Design mac_rx_frame_parse_flat, sky130hd; sources not shown.
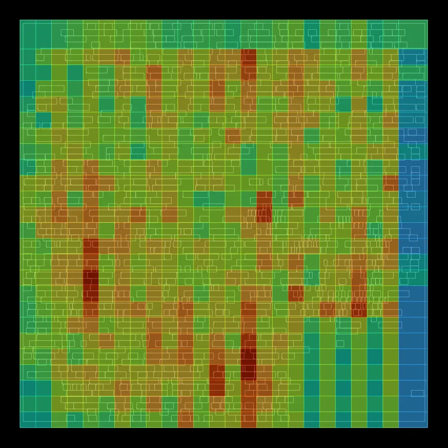
Figure 1: routing congestion map.
GR Util met2: 26.9%
global route hottest layer: met2
final core occ: 53.2%
M3 GR Usage: 3.09%

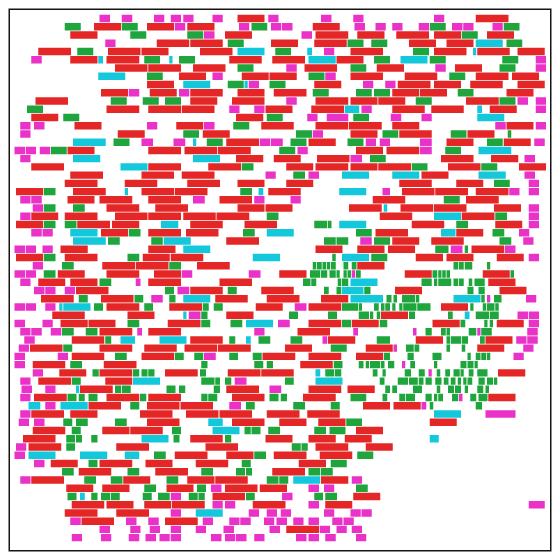
Figure 2: cells colored by class.
remaining logic cells -> green  # cells 352, share of their area 20%
remaining buffers and delay cells -> magenta  # cells 221, share of their area 14%
clock drivers and dummy loads -> cyan  # cells 68, share of their area 8.1%
registers -> red  # cells 330, share of their area 58%
Core Rows: 64
Core ar.: 30,600 sq um
Design Area, Final: 16,300 sq um
flop share of the area: 56.4%

==> reports/results.txt <==
Status = complete, no violations
Final hold violation count = 0
Area share of fa/ha/maj cells after synthesis = 0.604%
Worst-path maximum fanout = 10
Top Metal Used = met4
N_taps = 396
Top cells by area = edfxtp_1, dfrtp_1, mux2_4
Tightest Pin Transition = 0.939 ns
Synthesized flop and latch total = 330
Die ar. = 31,800 sq um
Worst path max stage delay = 0.65 ns
Reg2reg path depth = 10
Drt via density = 4.88
Metal2 WL = 12.5 mm
Commonest flop = edfxtp_1
Post-synth seq share = 73.8%
Pin count of the biggest net entering global routing = 92
CTS H-tree lvls = 2
Critical path arrival = 3.96 ns
Later-pin clock latency in the skew report = 0.52 ns
Flop pwr share = 50.0%
WS Path Type = primary input to register
Clk pwr share = 45.1%
Via count = 6,665
Post-Route M1 WL = 12.4 mm
Crit. End Element = register
Ys async rst share = 44.2%
Number of clock buffers in the layout = 49
Post_cts resized = 0
XOR Share, Synth = 3.45%
CTS tree = yes
PD cells = 187 nW/um^2
Clock buf/inv share = 7.81%
Hold depth = 0
GR Layer Usage met1 = 24.3%
Top Ports = 187
Max_cap viols = 0
Logic share of the area = 19.0%
Root Driver = clkbuf_16
Reg2Reg Setup Slack = 6.76 ns
Flip-flop and latch count = 330
Reg clk slew, reported paths = 0.06 ns
Most numerous cell in the Yosys netlist = edfxtp_1
Comb area = 3090 sq um
Post-synth top area share = 44.5%
Area delta synth->final = 30.8%
Fmax achieved = 0.268 GHz
Final layout net count = 1,009
Clock sinks = 330
Post-Syn Area = 12,400 sq um
Fin crit share = 37.0%
CP max-delay cell = nor3_2
Cell internal pwr = 0.00238 W
Hold WC Path Type = register to register
Syn_nets = 770
Post-synthesis average cell area = 17.7 sq um
Vias in the first global route = 6,841
Logic gate share of total power = 4.9%
CTS Hold Bufs = 0
Mux area share = 13.2%
Deepest clock path buffer count = 3
Met3 wire length = 1.20 mm
Inverters = 10
Final Max Tran Viols = 0
Cells along the critical path = clkdlybuf4s50_1 -> nor3b_1 -> nor3b_2 -> nand2_1 -> clkbuf_1 -> nor3_2 -> buf_6 -> buf_6 -> buf_6
Pwr Total = 0.00304 W
Most instantiated logic cells after routing = clkdlybuf4s50_1, edfxtp_1, dfrtp_1
CP Depth = 9
CP most frequent cell = buf_6
Wire per inst = 19.5 um
Power and IR drop assume default switching activity.
